Figure 1. Placement by cell class.
Scale: 1 px per µm.
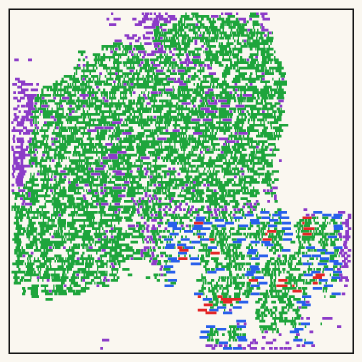
Figure 2. Routed clock nets over the placement.
Scale: 1.5 px per µm.
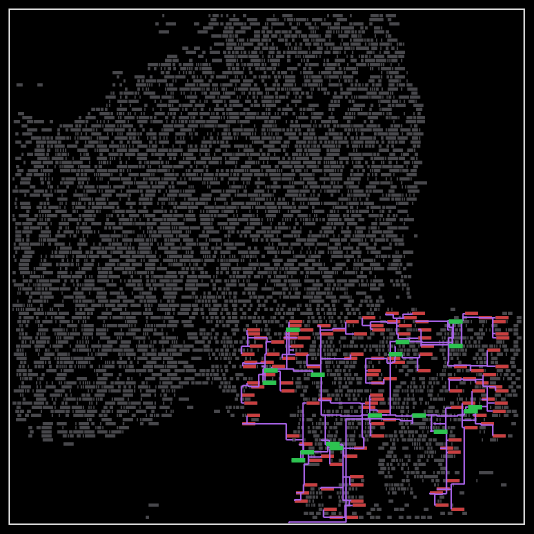
Figure 3. The clock network.
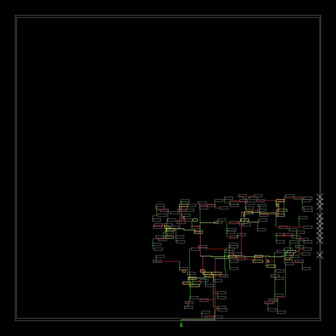
Figure 4. Port wiring.
Scale: 1.5 px per µm.
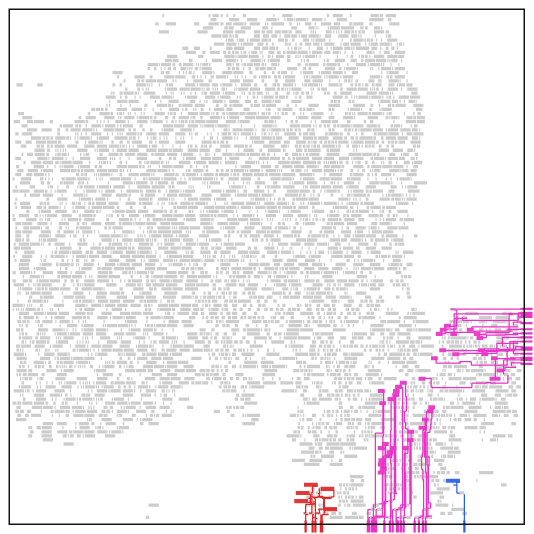
Figure 5. M3 wires.
Scale: 1 px per µm. Cells faint in the background.
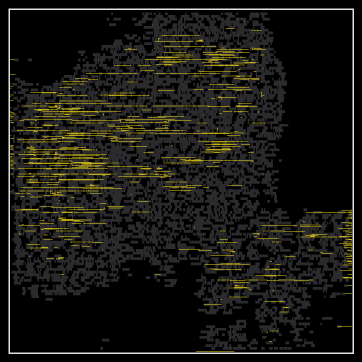
## src/rtl/neuron_mac_sequencer_pkg.sv

```systemverilog
// Shared definitions for the neuron MAC sequencer: FSM encoding, default Q-format
// constants and the clamp used when narrowing wide sums back to the data width.
package neuron_mac_sequencer_pkg;

  localparam int unsigned DefWidth     = 32;
  localparam int unsigned DefNumCoeff  = 20;
  localparam int unsigned DefFracBits  = 16;
  localparam int unsigned DefGuardBits = 6;

  typedef enum logic [2:0] {
    StIdle,
    StRun,
    StDrain,
    StBias,
    StDone
  } state_e;

  // Clamp a signed value to the two's complement range of 'width' bits (width <= 63).
  function automatic logic signed [63:0] sat_to_width(input logic signed [63:0] value,
                                                      input int unsigned width,
                                                      output logic ovf);
    logic signed [63:0] max_v;
    logic signed [63:0] min_v;
    max_v = (64'sd1 <<< (width - 1)) - 64'sd1;
    min_v = -max_v - 64'sd1;
    ovf = 1'b0;
    sat_to_width = value;
    if (value > max_v) begin
      sat_to_width = max_v;
      ovf = 1'b1;
    end else if (value < min_v) begin
      sat_to_width = min_v;
      ovf = 1'b1;
    end
  endfunction

endpackage

```

## src/rtl/nn_sat_adder.sv

```systemverilog
// Signed add of a guarded accumulator and a data-width addend, clamped to the data width.
// Shared with the activation stage.
module nn_sat_adder
  import neuron_mac_sequencer_pkg::*;
#(
  parameter int unsigned Width     = DefWidth,
  parameter int unsigned GuardBits = DefGuardBits
) (
  input  logic signed [Width+GuardBits-1:0] acc_i,
  input  logic signed [Width-1:0]           addend_i,
  output logic signed [Width-1:0]           sum_o,
  output logic                              ovf_o
);

  // One extra bit so the add itself can never wrap before the clamp.
  localparam int unsigned SumW = Width + GuardBits + 1;

  logic signed [SumW-1:0] sum_full;
  logic signed [63:0]     clamped;
  logic                   ovf;

  // Full-precision sum, then clamp to the output range.
  always_comb begin
    sum_full = SumW'(acc_i) + SumW'(addend_i);
    clamped  = sat_to_width(64'(sum_full), Width, ovf);
    sum_o    = Width'(clamped);
    ovf_o    = ovf;
  end

endmodule

```

## src/rtl/neuron_mac_sequencer.sv

```systemverilog
// Steps CoeffSel through the coefficient bank, accumulates CoeffIn*XIn in Q format,
// adds Offset and publishes a saturated Result with a one-cycle Done pulse.
module neuron_mac_sequencer
  import neuron_mac_sequencer_pkg::*;
#(
  parameter int unsigned Width     = DefWidth,
  parameter int unsigned NumCoeff  = DefNumCoeff,
  parameter int unsigned FracBits  = DefFracBits,
  parameter int unsigned GuardBits = DefGuardBits
) (
  input  logic             CLK,
  input  logic             Reset,
  input  logic             Start,
  input  logic             Abort,
  output logic [4:0]       CoeffSel,
  input  logic [Width-1:0] CoeffIn,
  input  logic [Width-1:0] XIn,
  input  logic [Width-1:0] Offset,
  output logic             ResetStart,
  output logic             Busy,
  output logic             Done,
  output logic [Width-1:0] Result,
  output logic             Overflow
);

  localparam int unsigned AccW    = Width + GuardBits;
  localparam int unsigned ProdW   = 2 * Width;
  localparam logic [4:0]  LastSel = 5'(NumCoeff - 1);

  state_e                  state_q, state_d;
  logic [4:0]              sel_q, sel_d;
  logic signed [AccW-1:0]  acc_q, acc_d;
  logic signed [AccW-1:0]  prod_q, prod_d;
  logic                    pvalid_q, pvalid_d;
  logic                    start_q;
  logic                    rst_start_q, rst_start_d;
  logic                    busy_q, busy_d;
  logic                    done_q, done_d;
  logic                    ovf_q, ovf_d;
  logic [Width-1:0]        result_q, result_d;
  logic                    request;
  logic signed [ProdW-1:0] prod_full;
  logic signed [Width-1:0] sat_sum;
  logic                    sat_ovf;

  assign request   = Start & ~start_q;
  assign prod_full = ProdW'($signed(CoeffIn)) * ProdW'($signed(XIn));

  nn_sat_adder #(
    .Width     (Width),
    .GuardBits (GuardBits)
  ) u_sat_adder (
    .acc_i    (acc_q),
    .addend_i ($signed(Offset)),
    .sum_o    (sat_sum),
    .ovf_o    (sat_ovf)
  );

  // Next-state and datapath update; Abort overrides everything except Result/Overflow.
  always_comb begin
    state_d     = state_q;
    sel_d       = sel_q;
    acc_d       = acc_q;
    prod_d      = prod_q;
    pvalid_d    = pvalid_q;
    rst_start_d = 1'b0;
    done_d      = 1'b0;
    result_d    = result_q;
    ovf_d       = ovf_q;

    // The product register lags the index by one cycle, so accumulation trails it.
    if (pvalid_q) acc_d = acc_q + prod_q;

    unique case (state_q)
      StIdle: begin
        if (request) begin
          state_d = StRun;
          acc_d   = '0;
          sel_d   = '0;
        end
      end
      StRun: begin
        prod_d   = AccW'(prod_full >>> FracBits);
        pvalid_d = 1'b1;
        if (sel_q == LastSel) state_d = StDrain;
        else                  sel_d   = sel_q + 5'd1;
      end
      StDrain: begin
        pvalid_d = 1'b0;
        state_d  = StBias;
      end
      StBias: begin
        result_d    = sat_sum;
        ovf_d       = sat_ovf;
        done_d      = 1'b1;
        rst_start_d = 1'b1;
        state_d     = StDone;
      end
      StDone: begin
        sel_d   = '0;
        state_d = StIdle;
      end
      default: state_d = StIdle;
    endcase

    if (Abort) begin
      state_d     = StIdle;
      sel_d       = '0;
      acc_d       = '0;
      pvalid_d    = 1'b0;
      rst_start_d = 1'b1;
      done_d      = 1'b0;
      result_d    = result_q;
      ovf_d       = ovf_q;
    end

    busy_d = state_d inside {StRun, StDrain, StBias};
  end

  // State and registered outputs.
  always_ff @(posedge CLK or negedge Reset) begin
    if (!Reset) begin
      state_q     <= StIdle;
      sel_q       <= '0;
      acc_q       <= '0;
      prod_q      <= '0;
      pvalid_q    <= 1'b0;
      start_q     <= 1'b0;
      rst_start_q <= 1'b0;
      busy_q      <= 1'b0;
      done_q      <= 1'b0;
      result_q    <= '0;
      ovf_q       <= 1'b0;
    end else begin
      state_q     <= state_d;
      sel_q       <= sel_d;
      acc_q       <= acc_d;
      prod_q      <= prod_d;
      pvalid_q    <= pvalid_d;
      start_q     <= Start;
      rst_start_q <= rst_start_d;
      busy_q      <= busy_d;
      done_q      <= done_d;
      result_q    <= result_d;
      ovf_q       <= ovf_d;
    end
  end

  assign CoeffSel   = sel_q;
  assign ResetStart = rst_start_q;
  assign Busy       = busy_q;
  assign Done       = done_q;
  assign Result     = result_q;
  assign Overflow   = ovf_q;

endmodule
```

## config.mk

```make
export PLATFORM = sky130hd
export DESIGN_NAME = neuron_mac_sequencer
export DESIGN_NICKNAME = d
export VERILOG_FILES = /design/src/rtl/neuron_mac_sequencer_pkg.sv /design/src/rtl/nn_sat_adder.sv /design/src/rtl/neuron_mac_sequencer.sv
export SDC_FILE = /design/constraint.sdc
export NUM_CORES = 2
export LEC_CHECK = 0
export ABC_AREA = 0
export CAP_MARGIN = 40
export CORE_UTILIZATION = 35
export DETAILED_ROUTE_END_ITERATION = 10
export GPL_ROUTABILITY_DRIVEN = 0
export MAX_ROUTING_LAYER = met4
export PLACE_DENSITY = 0.59
export SKIP_CTS_REPAIR_TIMING = 1
export SYNTH_ARGS = -nofsm -noshare
export SYNTH_HDL_FRONTEND = slang
export SYNTH_SLANG_ARGS = --single-unit
export TNS_END_PERCENT = 1
```

## constraint.sdc

```tcl
create_clock -name CLK -period 6.3 [get_ports CLK]
set_input_delay 1.26 -clock CLK [delete_from_list [all_inputs] [get_ports CLK]]
set_output_delay 1.26 -clock CLK [all_outputs]
set_load 0.01 [all_outputs]
```

==> results.cfg <==
; generated from flow reports
[die]
die_area_um2 = 117000
tap_cells = 1512
coreArea_um2 = 115000
fp_util_pct = 35.4
io_pins = 141
die_h_um = 342
die_x_um = 342
rows = 124

[place]
dp_slack_ns = -2.69
dpl_cell_area_um2 = 46700
place_inst = 6177
dpl.hpwl_um = 94100
io_buffer_count = 140

[layout]
design_area_um2 = 49300
n_clock_buffer = 23
diodes = 4
comb_share_pct = 68.8
drive_gt1_share_pct = 15.1
inverters = 883
lay_top_count = fa_1
lay_top_cells = 914 x fa_1, 870 x inv_1, 543 x nand2_1
syn2layout_area_growth_pct = 21.7
fin_util_pct = 43.0
dominant_cells = multi-input combinational cells
buf_share_pct = 13.2
logic_area_um2 = 33900
seq_area_share_pct = 6.19
clockNetworkAreaShare_pct = 1.27
comb_cells = 3148
nNetsFinal = 6083
fillers = 11100
fin_cells = 6312
n_all_buffers = 613

[worst_setup_path]
slowest_stage = fa_1
rr_worst_depth = 12
start_kind = input port
startpoint = XIn[20]
criticalPathCategory = input port to flop
critical_path.endpoint = prod_q[22]
rrSetupSlack_ns = 2.06
cp_num_cells = 25
crit_arrival_ns = 8.25
crit_required_ns = 6.57
r2r_start = acc_q[0]
crit_fanout = 4
cp_top_family = adder cells
cpMostUsedCell = fa_1
crit_buf_inv = 6
end_kind = flop
r2r-end = Result[4]
max_stage_delay_ns = 0.59

[drt]
drt_iter0_drc = 2218
met3_length_um = 7560
dr_wl_met2_um = 59400
wirelength_um = 123000
top_layer_used = met4
ant_nets = 0
drt_pass1_iterations = 9
wl_per_cell_um = 19.5
wirelength_met1_um = 53300
drc = 20
routed-via-count = 31200
post_drt_via_cell_ratio = 4.94

[outcome]
violations = design-rule violations, negative setup slack
status = finished with violations

[logic_synthesis]
syn-num-nets = 5670
async_flop_share_pct = 100
synth_area_per_cell_um2 = 9.27
synthCells = 4372
netlist_area_um2 = 40600
synth_top_area_share_pct = 47.0
edf_count = 0
yosys_warnings = 0
largest_area_cell = fa_1
top_cell = fa_1
ys_ff = 122
flop_cell = dfrtp_1
area_leaders = fa_1 47%, inv_1 8.2%, and2_1 8.0%, ha_1 7.6%, dfrtp_1 7.5%
ys_cells = 4372
yosysUniqueCellTypes = 80
ys_area_um2 = 40600
common_cells = 953 x fa_1, 882 x inv_1, 550 x nand2_1
postSynthSeqShare_pct = 7.53

[hold_path]
hold_end = Result[31]
hold_path_class = flop to flop
whs_path_depth = 2
hp-start = Result[31]

[grt]
globalRouteMet1Util_pct = 26.4
grt_overflow_total = 0
met3_usage_pct = 1.41
grtUsageMet2_pct = 33.4
grt_usage_pct = 19.9
grt_pass1_wl_um = 179000
antenna_found_initial = 4
grt_pass1_vias = 32300
grt_start_max_net_pins = 80
busiest_layer = met2

[timing]
slew-limit-headroom_pct = 44.5
worstMarginPinSlew_ns = 0.832
fin_skew_ns = 0.0108
fin_tns_setup_ns = -50.59
hold_viol = 0
clock.fmax_ghz = 0.125
fin_crit_sh_pct = 127
setup_viol = 38
worst_slack_ns = -1.68
rsz0062_at_grt = yes
slew_violations = 0
hold_ws_ns = 0.481

[clocking]
clkSinkCount = 122
cts_buffer_depth = 2
clk_pin_slew_ns = 0.05
root_buffer = clkbuf_16
cts_tree = yes
cts_made_buffers = 17
h-tree-depth = 4

[flow_run]
openroad.warnings = 28
maxCapViolations = 0
About Figure 1:
| class | color | cells |
|---|---|---|
| clock drivers and dummy loads | red | 30 |
| remaining buffers and delay cells | purple | 613 |
| combinational and other logic | green | 4,031 |
| sequential cells | blue | 122 |

About Figure 2:
[clock wires] purple | length: 2,040 µm
[clock drivers] green | count: 17
[flip-flops] red | count: 122
routed clock nets: 18

About Figure 3:
seq_cells: 122
clock latency on the worst-skew pair: 0.43 ns

About Figure 4:
| port | color | bits | direction | edge | end cells | buffers | wire |
|---|---|---|---|---|---|---|---|
| `Overflow` | blue | 1 | output | bottom | 1 | 1 | 32.2 µm |
| `CoeffSel` | red | 5 | output | bottom | 5 | 5 | 174 µm |
| `Offset` | magenta | 32 | input | 17 bottom, 15 right | 39 | 32 | 2,120 µm |

About Figure 5:
main direction: horizontal
nets with wire on the layer: 370
wire length on this layer: 7,560 µm
share of all routed wire: 6.1%

[state kept, by name (all words and copies together), names as in the netlist]
| signal | cells |
|---|---|
| CoeffSel | 5 |
| pvalid_q | 1 |
| ResetStart | 1 |
| state_q | 3 |
| Busy | 1 |
| Overflow | 1 |
| acc_q | 38 |
| Result | 32 |
| start_q | 1 |
| Done | 1 |
| prod_q | 38 |
[worst min-delay path, cell delays in order (launching register included)]
cell and delay, ns:
dfrtp_1 0.34, nand2_1 0.04, o21ai_0 0.06
[cells by family after synthesis]
kind of cell    share of synthesized area [%]
simple gates                             17.1
fa+ha+maj                                54.6
buf+inv                                  10.3
compound gates                           7.28
flops                                    7.53
xor+xnor                                 2.31
mux                                     0.778
